===== config.mk =====
export PLATFORM = sky130hd
export DESIGN_NAME = map_overlay_ctrl
export DESIGN_NICKNAME = d
export VERILOG_FILES = /design/src/rtl/map_overlay_pkg.sv /design/src/rtl/map_overlay_ctrl_btn_sync_edge.sv /design/src/rtl/map_overlay_ctrl.sv
export SDC_FILE = /design/constraint.sdc
export NUM_CORES = 1
export LEC_CHECK = 0
export CORE_AREA = 4 4 68 70
export DETAILED_ROUTE_END_ITERATION = 8
export DIE_AREA = 0 0 72 74
export PLACE_DENSITY = 0.76
export SYNTH_ARGS = -nofsm -noshare
export SYNTH_HDL_FRONTEND = slang
export SYNTH_SLANG_ARGS = --single-unit

===== constraint.sdc =====
create_clock -name clk -period 1.66 [get_ports clk]
set_input_delay 0.415 -clock clk [delete_from_list [all_inputs] [get_ports clk]]
set_output_delay 0.415 -clock clk [all_outputs]
set_load 0.05 [all_outputs]

===== src/rtl/map_overlay_pkg.sv =====
// Shared types and default geometry for the map-screen overlay controller.
// Latency: n/a (types and constants only).
// Backpressure: n/a.
//
// Contents: overlay state enum, default map window placement/size, and the
// width of the slide-offset register.
package map_overlay_pkg;

    // Overlay life cycle. OPENING/CLOSING exist only while sliding.
    typedef enum logic [1:0] {
        CLOSED  = 2'd0,
        OPENING = 2'd1,
        OPEN    = 2'd2,
        CLOSING = 2'd3
    } map_state_t;

    // Default window placement on a 640x480 raster.
    localparam int DEF_MAP_X0 = 85;
    localparam int DEF_MAP_Y0 = 10;
    localparam int DEF_MAP_W  = 470;
    localparam int DEF_MAP_H  = 460;

    // Slide offset spans 0..MAP_H, and 460 needs 9 bits.
    localparam int OFFSET_W = 9;

endpackage


===== src/rtl/map_overlay_ctrl_btn_sync_edge.sv =====
// Synchronises a raw asynchronous button level and emits a rise pulse.
// Latency: rise is high for one cycle, two clocks after the level goes high.
// Backpressure: none; every rising edge that survives sync yields one pulse.
//
// Ports:
//   clk, rst_n  clock and asynchronous active-low reset
//   btn_raw     raw button level from the pad
//   rise        one-cycle pulse on a synchronised 0->1 transition
module btn_sync_edge (
    input  logic clk,
    input  logic rst_n,
    input  logic btn_raw,
    output logic rise
);

    logic meta;
    logic sync;
    logic sync_d;

    always_ff @(posedge clk or negedge rst_n) begin
        if (!rst_n) begin
            meta   <= 1'b0;
            sync   <= 1'b0;
            sync_d <= 1'b0;
        end else begin
            meta   <= btn_raw;
            sync   <= meta;
            sync_d <= sync;
        end
    end

    assign rise = sync & ~sync_d;

endmodule


===== src/rtl/map_overlay_ctrl.sv =====
// Map overlay controller: raster coords -> map-local coords, open/close toggle FSM, frame-stable level number.
// Latency: map_on/map_x/map_y one cycle after pixel_x/pixel_y; state, offset and camera_y change only at frame_start.
// Backpressure: none; follows the free-running raster every cycle.
//
// Build option: define MAP_SLIDE_EN for the vertical slide animation
// (OPENING/CLOSING states, map_busy). Without it the map toggles
// CLOSED<->OPEN instantly at frame_start, offset is 0 and map_busy is 0.
//
// Ports:
//   clk, rst_n    pixel clock, asynchronous active-low reset
//   frame_start   one-cycle pulse per frame; the only time state advances
//   pixel_x/y     current raster position, pixel_valid marks active video
//   map_btn       raw asynchronous toggle button
//   camera_y_in   live level number, sampled at frame_start onto camera_y
//   map_on        current pixel is inside the visible map region
//   map_x/map_y   map-local coordinates, 0 whenever map_on is 0
//   map_busy      slide animation in progress
module map_overlay_ctrl
    import map_overlay_pkg::*;
#(
    parameter int PHY_WIDTH  = 14,
    parameter int MAP_X0     = DEF_MAP_X0,
    parameter int MAP_Y0     = DEF_MAP_Y0,
    parameter int MAP_W      = DEF_MAP_W,
    parameter int MAP_H      = DEF_MAP_H
`ifdef MAP_SLIDE_EN
    ,
    parameter int SLIDE_STEP = 23
`endif
) (
    input  logic                 clk,
    input  logic                 rst_n,
    input  logic                 frame_start,
    input  logic [9:0]           pixel_x,
    input  logic [9:0]           pixel_y,
    input  logic                 pixel_valid,
    input  logic                 map_btn,
    input  logic [4:0]           camera_y_in,
    output logic                 map_on,
    output logic [PHY_WIDTH-1:0] map_x,
    output logic [PHY_WIDTH-1:0] map_y,
    output logic [4:0]           camera_y,
    output logic                 map_busy
);

    // Coordinate arithmetic width: covers 0..639 plus window edges.
    localparam int CW = 12;
    localparam logic [CW-1:0] X_LO  = CW'(MAP_X0);
    localparam logic [CW-1:0] X_HI  = CW'(MAP_X0 + MAP_W);
    localparam logic [CW-1:0] Y_LO  = CW'(MAP_Y0);
    localparam logic [CW-1:0] Y_END = CW'(MAP_Y0 + MAP_H);

    map_state_t          state_q;
    map_state_t          state_d;
    logic [OFFSET_W-1:0] offset_q;
    logic                pend_q;
    logic                pend_d;
    logic                btn_rise;
    logic                take;

    btn_sync_edge u_btn (
        .clk     (clk),
        .rst_n   (rst_n),
        .btn_raw (map_btn),
        .rise    (btn_rise)
    );

    // A rise in the frame_start cycle counts as already pending, so it is
    // consumed by that same frame boundary.
    assign take = pend_q | btn_rise;

`ifdef MAP_SLIDE_EN
    localparam logic [OFFSET_W-1:0] OFF_MAX = OFFSET_W'(MAP_H);
    localparam logic [OFFSET_W-1:0] STEP    = OFFSET_W'(SLIDE_STEP);

    logic [OFFSET_W-1:0] offset_d;
    logic [OFFSET_W-1:0] off_dn;
    logic [OFFSET_W-1:0] off_up;
    logic [OFFSET_W:0]   off_sum;

    // Saturating one-frame steps towards fully open (0) / fully closed (MAP_H).
    assign off_dn  = (offset_q > STEP) ? (offset_q - STEP) : '0;
    assign off_sum = {1'b0, offset_q} + {1'b0, STEP};
    assign off_up  = (off_sum >= {1'b0, OFF_MAX}) ? OFF_MAX : off_sum[OFFSET_W-1:0];

    // Entering or reversing a slide takes the first step in the same frame,
    // continuing from wherever the offset currently is.
    always_comb begin
        state_d  = state_q;
        offset_d = offset_q;
        pend_d   = pend_q | btn_rise;
        if (frame_start) begin
            pend_d = 1'b0;
            case (state_q)
                CLOSED: begin
                    if (take) begin
                        offset_d = off_dn;
                        state_d  = (off_dn == '0) ? OPEN : OPENING;
                    end
                end
                OPENING: begin
                    if (take) begin
                        offset_d = off_up;
                        state_d  = (off_up == OFF_MAX) ? CLOSED : CLOSING;
                    end else begin
                        offset_d = off_dn;
                        state_d  = (off_dn == '0) ? OPEN : OPENING;
                    end
                end
                OPEN: begin
                    if (take) begin
                        offset_d = off_up;
                        state_d  = (off_up == OFF_MAX) ? CLOSED : CLOSING;
                    end
                end
                CLOSING: begin
                    if (take) begin
                        offset_d = off_dn;
                        state_d  = (off_dn == '0) ? OPEN : OPENING;
                    end else begin
                        offset_d = off_up;
                        state_d  = (off_up == OFF_MAX) ? CLOSED : CLOSING;
                    end
                end
                default: begin
                    state_d  = CLOSED;
                    offset_d = OFF_MAX;
                end
            endcase
        end
    end

    always_ff @(posedge clk or negedge rst_n) begin
        if (!rst_n) begin
            state_q  <= CLOSED;
            offset_q <= OFF_MAX;
            pend_q   <= 1'b0;
            map_busy <= 1'b0;
        end else begin
            state_q  <= state_d;
            offset_q <= offset_d;
            pend_q   <= pend_d;
            map_busy <= (state_d == OPENING) || (state_d == CLOSING);
        end
    end
`else
    // Instant toggle: the window is either fully shown or absent.
    always_comb begin
        state_d = state_q;
        pend_d  = pend_q | btn_rise;
        if (frame_start) begin
            pend_d = 1'b0;
            if (take) begin
                state_d = (state_q == OPEN) ? CLOSED : OPEN;
            end
        end
    end

    always_ff @(posedge clk or negedge rst_n) begin
        if (!rst_n) begin
            state_q <= CLOSED;
            pend_q  <= 1'b0;
        end else begin
            state_q <= state_d;
            pend_q  <= pend_d;
        end
    end

    assign offset_q = '0;
    assign map_busy = 1'b0;
`endif

    // Window test. The visible band shrinks from the bottom by offset, and
    // map_y is shifted by offset so the map's bottom rows show first.
    logic [CW-1:0]        px;
    logic [CW-1:0]        py;
    logic [CW-1:0]        y_hi;
    logic                 vis;
    logic [PHY_WIDTH-1:0] map_x_d;
    logic [PHY_WIDTH-1:0] map_y_d;

    assign px   = {{(CW-10){1'b0}}, pixel_x};
    assign py   = {{(CW-10){1'b0}}, pixel_y};
    assign y_hi = Y_END - {{(CW-OFFSET_W){1'b0}}, offset_q};

    assign vis = pixel_valid && (state_q != CLOSED)
              && (px >= X_LO) && (px < X_HI)
              && (py >= Y_LO) && (py < y_hi);

    assign map_x_d = vis ? PHY_WIDTH'(px - X_LO) : '0;
    assign map_y_d = vis ? PHY_WIDTH'(py - Y_LO + {{(CW-OFFSET_W){1'b0}}, offset_q}) : '0;

    always_ff @(posedge clk or negedge rst_n) begin
        if (!rst_n) begin
            map_on   <= 1'b0;
            map_x    <= '0;
            map_y    <= '0;
            camera_y <= '0;
        end else begin
            map_on <= vis;
            map_x  <= map_x_d;
            map_y  <= map_y_d;
            if (frame_start) begin
                camera_y <= camera_y_in;
            end
        end
    end

endmodule


Fig. 1: run 1, gate-type map
Scale: 4 px per um.
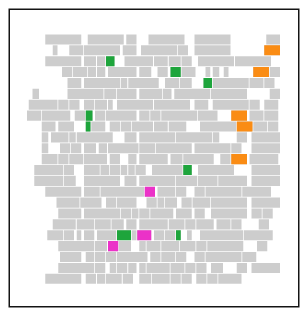
orange -> multiplexers  # cells 5, most used mux2_2
magenta -> AND-OR and OR-AND gates  # cells 3, most used o21a_1
green -> NAND gates  # cells 8, most used nand2b_1

Fig. 2: run 1, clock network drawn from the DEF
Scale: 6 px per um.
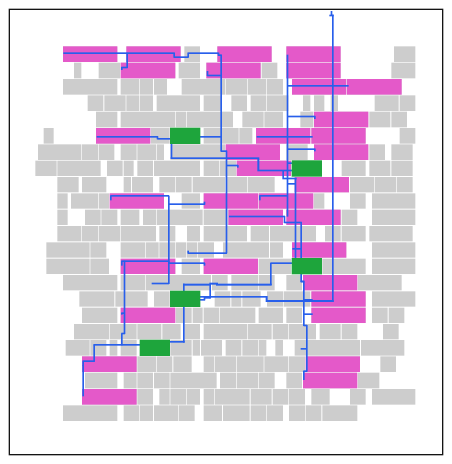
blue -> clock wires  # length 470 um
magenta -> flip-flops  # count 33
green -> clock drivers  # count 5
routed clock nets = 6
Power Clock: 0.000906 W
worst skew pair latency: 0.29 ns
clock power share: 0.359
Fin Clk Skew: 0.00663 ns

==> flow_summary_export.csv, run 1 <==
group,metric,value,unit
synthesis,synthTopCellsByArea,"dfrtp_1 51%, nor3_1 5.5%, ha_1 3.8%, xnor2_1 3.8%, mux2_2 3.4%",
worst_setup_path,worstPathRequired,1.85,ns
run_status,outcome,"finished with violations",
detailed_routing,route.met3.wl,354,um
worst_setup_path,timing.rr.end,"map_x[6]",
min_path,hold_path_end,"u_btn.sync",
layout,nets,287,
sta,setup_slack,-0.195,ns
cts,cts_buffers,5,
place,post-place-ws,-0.907,ns
pwr,power,0.00253,W
sta,maxSlewViolCount,0,
synthesis,synth_seq_share,0.505,
detailed_routing,drc,0,
sta,fmax,539,MHz
floorplanning,rows,23,
floorplanning,die.size.y,74,um
place,hpwl,3350,um
floorplanning,chipWidth,72,um
detailed_routing,routedLengthMet1,2120,um
min_path,worstHoldStart,"u_btn.meta",
worst_setup_path,r2r_start,"state_q[1]",
cts,cts_buffer_depth,2,
layout,antennaDiodeCount,0,
sta,rsz0062_at_grt,"true",
global_route,grt_usage,0.199,
min_path,min_path_type,"reg2reg",
synthesis,ys_warn_count,0,
worst_setup_path,critical_path_buf_inv_count,3,
worst_setup_path,critPathKind,"in2reg",
cts,clkTransAtPathRegs,0.07,ns
synthesis,top_cells_by_count,"33 x dfrtp_1, 18 x nor3_1, 7 x buf_4, 7 x inv_1, 7 x xnor2_1",
synthesis,flop_cell,"dfrtp_1",
synthesis,netlist.top_cell.by_area,"dfrtp_1",
synthesis,postSynthCellCount,145,
floorplanning,dieArea,5330,um^2
pwr,peakVddDrop,473,uV
synthesis,ys_seq_elements,33,
detailed_routing,vias,1579,
worst_setup_path,worst_ep_arrival_time,2.04,ns
worst_setup_path,crit_path_start_kind,"input port",
worst_setup_path,ff2ff_path_depth,5,
sta,worst_hold_slack,0.360,ns
worst_setup_path,cp_top_family,"simple AND/OR/NAND/NOR gates",
synthesis,yosys_area,1630,um^2
run_status,violations,"negative setup slack",
worst_setup_path,end_kind,"flip-flop",
worst_setup_path,slowest_stage,"or4_4",
cts,cts_tree,"yes",
global_route,grt_pass1_wl,8010,um
floorplanning,fp_util,0.411,
detailed_routing,firstDrtPassIters,4,
sta,finalCriticalPeriod,1.85,ns
sta,finalSetupViolCount,23,
layout,area_growth,96.5,%
layout,stdcell_area,3210,um^2
job,maxCapViolCount,0,
place,portBuffers,63,
layout,final_cell_mix,"60 x buf_4, 33 x dfrtp_1, 18 x buf_12, 10 x nor3_2, 10 x clkdlybuf4s50_1",
synthesis,netlist.area_leader.share,0.505,
layout,drive_gt1_frac,0.609,
Fig. 3: run 1, the clock network
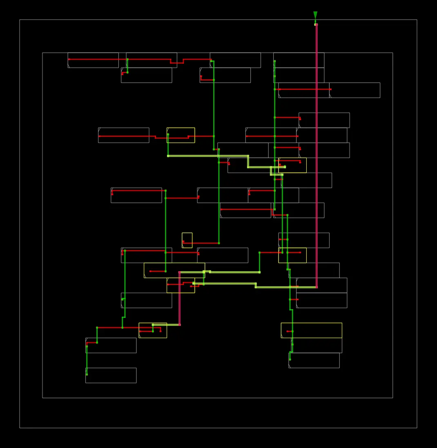
clk sink count: 33
FFs & Latches: 33
# clk buffers: 5

==> run 1: timing repair <==
item / 4_1_cts / 5_1_grt
pin swaps: 11 / 9
buffers inserted: 4 / 2
gates resized: 54 / 48
cloned: 1 / 1
endpoints found under the setup margin: 23 / 23
hold buffers: 0 / 0
==> run 1: logic make-up after synthesis <==
kind of cell / count (synthesis) / synth area share
AOI/OAI and AO/OA: 17 / 0.0796
DFF: 33 / 0.505
buffers and inverters: 21 / 0.0796
xor gates and xnor gates: 10 / 0.0536
and+or+nand+nor: 53 / 0.207
muxes: 5 / 0.0345
adders and majority gates: 5 / 0.0383
other: 1 / 0.00229
==> run 1: cell type report <==
class | instances | area [um^2]
clock buffer | 5 | 68.8
clock inverter | 3 | 65.1
fill | 201 | 761
inverter | 7 | 46.3
multi-input combinational | 91 | 965
sequential | 33 | 826
tap | 50 | 62.6
timing repair buffer | 114 | 1180
==> run 1: worst max path at each step <==
stage,slack (ns),end,cells past startpoint
floorplan,-0.17,map_x[3],7
global placement,-0.84,map_y[0],8
detailed placement,-0.91,map_x[6],8
CTS,-0.28,map_x[6],9
global route,-0.22,map_x[6],9
finish,-0.19,map_x[6],6
==> run 1: where the power goes <==
group | internal [W] | switching [W]
Clock | 0.000596 | 0.000310
Sequential | 0.000859 | 0.0000299
Combinational | 0.000331 | 0.000402
==> run 1: state kept, by name, indices dropped and copies added, names as in the netlist <==
name,flops
camera_y,5
map_on,1
map_x,11
map_y,11
pend_q,1
state_q,1
u_btn.meta,1
u_btn.sync,1
u_btn.sync_d,1
==> run 1: layer usage <==
layer	vias up	GRT usage
met4	0	0.0919
met3	12	0.0554
li1	722	-
met1	776	0.227
met5	-	0
met2	69	0.349
==> run 2: changes to the inputs <==
Settings changed: SKIP_CTS_REPAIR_TIMING set to 1.
Clock period 1.66 ns to 2.25 ns, I/O delays scaled along.
==> run 2 against run 1 <==
Compared with the run above: the flow now finishes without violations; non-clock buffer count shrank 23; power down 35%; synthesized cell count unchanged; final cell count decreased by 6.9%; clock skew down 0.0013 ns; first-iteration DRC count shrank 53%; sequential cell count unchanged; sequential share of layout area up 5.1 points; clock power is 38% lower; critical endpoint unchanged.
==> flow_summary_export.csv, run 2 <==
group,metric,value,unit
run_status,outcome,"finished, final reports clean",
sta,fmax,464,MHz
synthesis,edf_count,0,
synthesis,synth-xor-area-share,0.0536,
detailed_routing,firstDrtPassIters,4,
worst_setup_path,worstPathRequired,2.44,ns
worst_setup_path,ff2ff_path_depth,3,
floorplanning,fp_util,0.411,
sta,finalSetupViolCount,0,
min_path,holdPathStages,0,
cts,clkTransAtPathRegs,0.07,ns
layout,final_cell_mix,"58 x clkdlybuf4s50_1, 33 x dfrtp_1, 27 x buf_4, 17 x nor3_1, 7 x xnor2_1",
sta,finalCriticalPeriod,2.16,ns
detailed_routing,antenna_left,0,
worst_setup_path,end_kind,"flip-flop",
global_route,grt_pass1_wl,6310,um
synthesis,netlist.area_leader.share,0.505,
sta,maxSlewViolCount,0,
floorplanning,die.size.y,74,um
synthesis,fa_ha_area_frac,0.0383,
place,portBuffers,63,
synthesis,ys_seq_elements,33,
layout,nets,266,
synthesis,flop_cell,"dfrtp_1",
detailed_routing,vias,1409,
cts,cts_tree,"yes",
layout,area_growth,64.1,%
sta,finClkSkew,0.00537,ns
floorplanning,rows,23,
worst_setup_path,cp_top_family,"buffers and inverters",
global_route,grt_usage,0.153,
worst_setup_path,critPathKind,"in2reg",
min_path,min_path_type,"reg2reg",
worst_setup_path,critical_path_buf_inv_count,5,
floorplanning,dieArea,5330,um^2
detailed_routing,drc,0,
sta,tightest_slew,0.533,ns
synthesis,ys_warn_count,0,
synthesis,netlist.top_cell.by_area,"dfrtp_1",
worst_setup_path,worst_ep_arrival_time,2.35,ns
layout,reg_top3,"map_x x11, map_y x11, camera_y x5",
floorplanning,chipWidth,72,um
synthesis,yosys.area_share.simple,0.207,
synthesis,topCombFamilyByArea,"simple AND/OR/NAND/NOR gates",
worst_setup_path,crit_path_start_kind,"input port",
pwr,peakVddDrop,297,uV
synthesis,yosys_area,1630,um^2
worst_setup_path,r2r_start,"state_q[1]",
cts,insertion_delay,0.29,ns
worst_setup_path,timing.rr.end,"map_y[3]",
synthesis,synthTopCellsByArea,"dfrtp_1 51%, nor3_1 5.5%, ha_1 3.8%, xnor2_1 3.8%, mux2_2 3.4%",
synthesis,mux_area_frac,0.0345,
synthesis,synth-compound-area-share,0.0796,
min_path,worstHoldStart,"u_btn.meta",
sta,setup_slack,0.0929,ns
place,hpwl,3020,um
layout,fillerInstances,287,
worst_setup_path,slowest_stage,"clkdlybuf4s50_1",
layout,antennaDiodeCount,0,
job,maxCapViolCount,0,
cts,cts_buffers,5,
place,post-place-ws,-0.473,ns
cts,cts.sinks,33,
cts,cts_buffer_depth,2,
layout,drive_gt1_frac,0.250,
synthesis,synth_seq_share,0.505,
synthesis,top_cells_by_count,"33 x dfrtp_1, 18 x nor3_1, 7 x buf_4, 7 x inv_1, 7 x xnor2_1",
synthesis,postSynthCellCount,145,
[run 2: cell counts after synthesis]
Identical to the previous run, type by type.
[run 2: how the worst max path moves through the flow]
stage | from | endpoint | depth (start not counted)
2_1_floorplan | pixel_y[1] | map_x[6] | 7
3_3_place_gp | pixel_y[1] | map_x[2] | 7
3_5_place_dp | pixel_y[1] | map_x[2] | 6
4_1_cts | pixel_y[1] | map_x[2] | 6
5_1_grt | pixel_x[0] | map_x[6] | 10
6_report | pixel_x[0] | map_x[6] | 10
[run 2: through the flow]
| stage | utilization | std cells | hold WS, ns | area [um^2] | total power [W] |
|---|---|---|---|---|---|
| 2_1_floorplan | - | 145 | 0.267 | 1630 | 0.000883 |
| 3_5_place_dp | 0.616 | 272 | 0.342 | 2450 | 0.00107 |
| 6_report | 0.675 | 282 | 0.366 | 2680 | 0.00164 |
| 4_1_cts | 0.645 | 280 | 0.361 | 2560 | 0.00164 |
| 5_1_grt | 0.675 | 282 | 0.370 | 2680 | 0.00172 |
| 3_3_place_gp | 0.616 | 272 | 0.336 | 2450 | 0.00106 |
[run 2: cell type report]
type	instances	area, um^2	area share
clock buffer	7	86.3	0.0322
clock inverter	1	30.0	0.0112
inverter	7	26.3	0.00980
multi-input combinational	93	785	0.293
sequential	33	826	0.308
tap	50	62.6	0.0233
timing repair buffer	91	866	0.323
[run 2: power breakdown]
| part | switching (W) | internal, W |
|---|---|---|
| Clock | 0.000202 | 0.000361 |
| Combinational | 0.000242 | 0.000188 |
| Sequential | 0.0000170 | 0.000634 |
| Total | 0.000461 | 0.00118 |
[run 2: metal layers]
metal  track usage  routed length, um
met3        0.0568                314
met2         0.276               2040
met1         0.169               1620
met4        0.0501                 60
met5             0                  0
Fig. 4: run 2, clock network drawn from the DEF
Scale: 6 px per um.
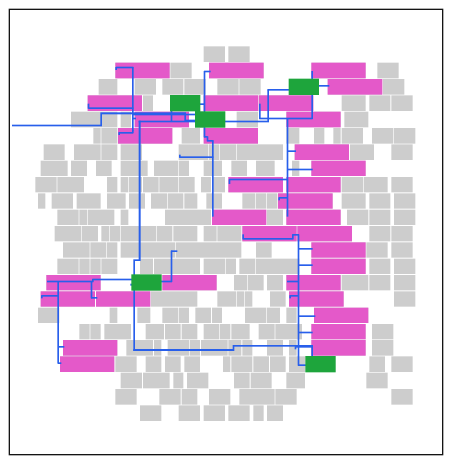
magenta -> flip-flops  # count 33
green -> clock drivers  # count 5
blue -> clock wires  # length 370 um
routed clock nets = 6

No activity file was given, so power comes from the tool's default toggle rates.
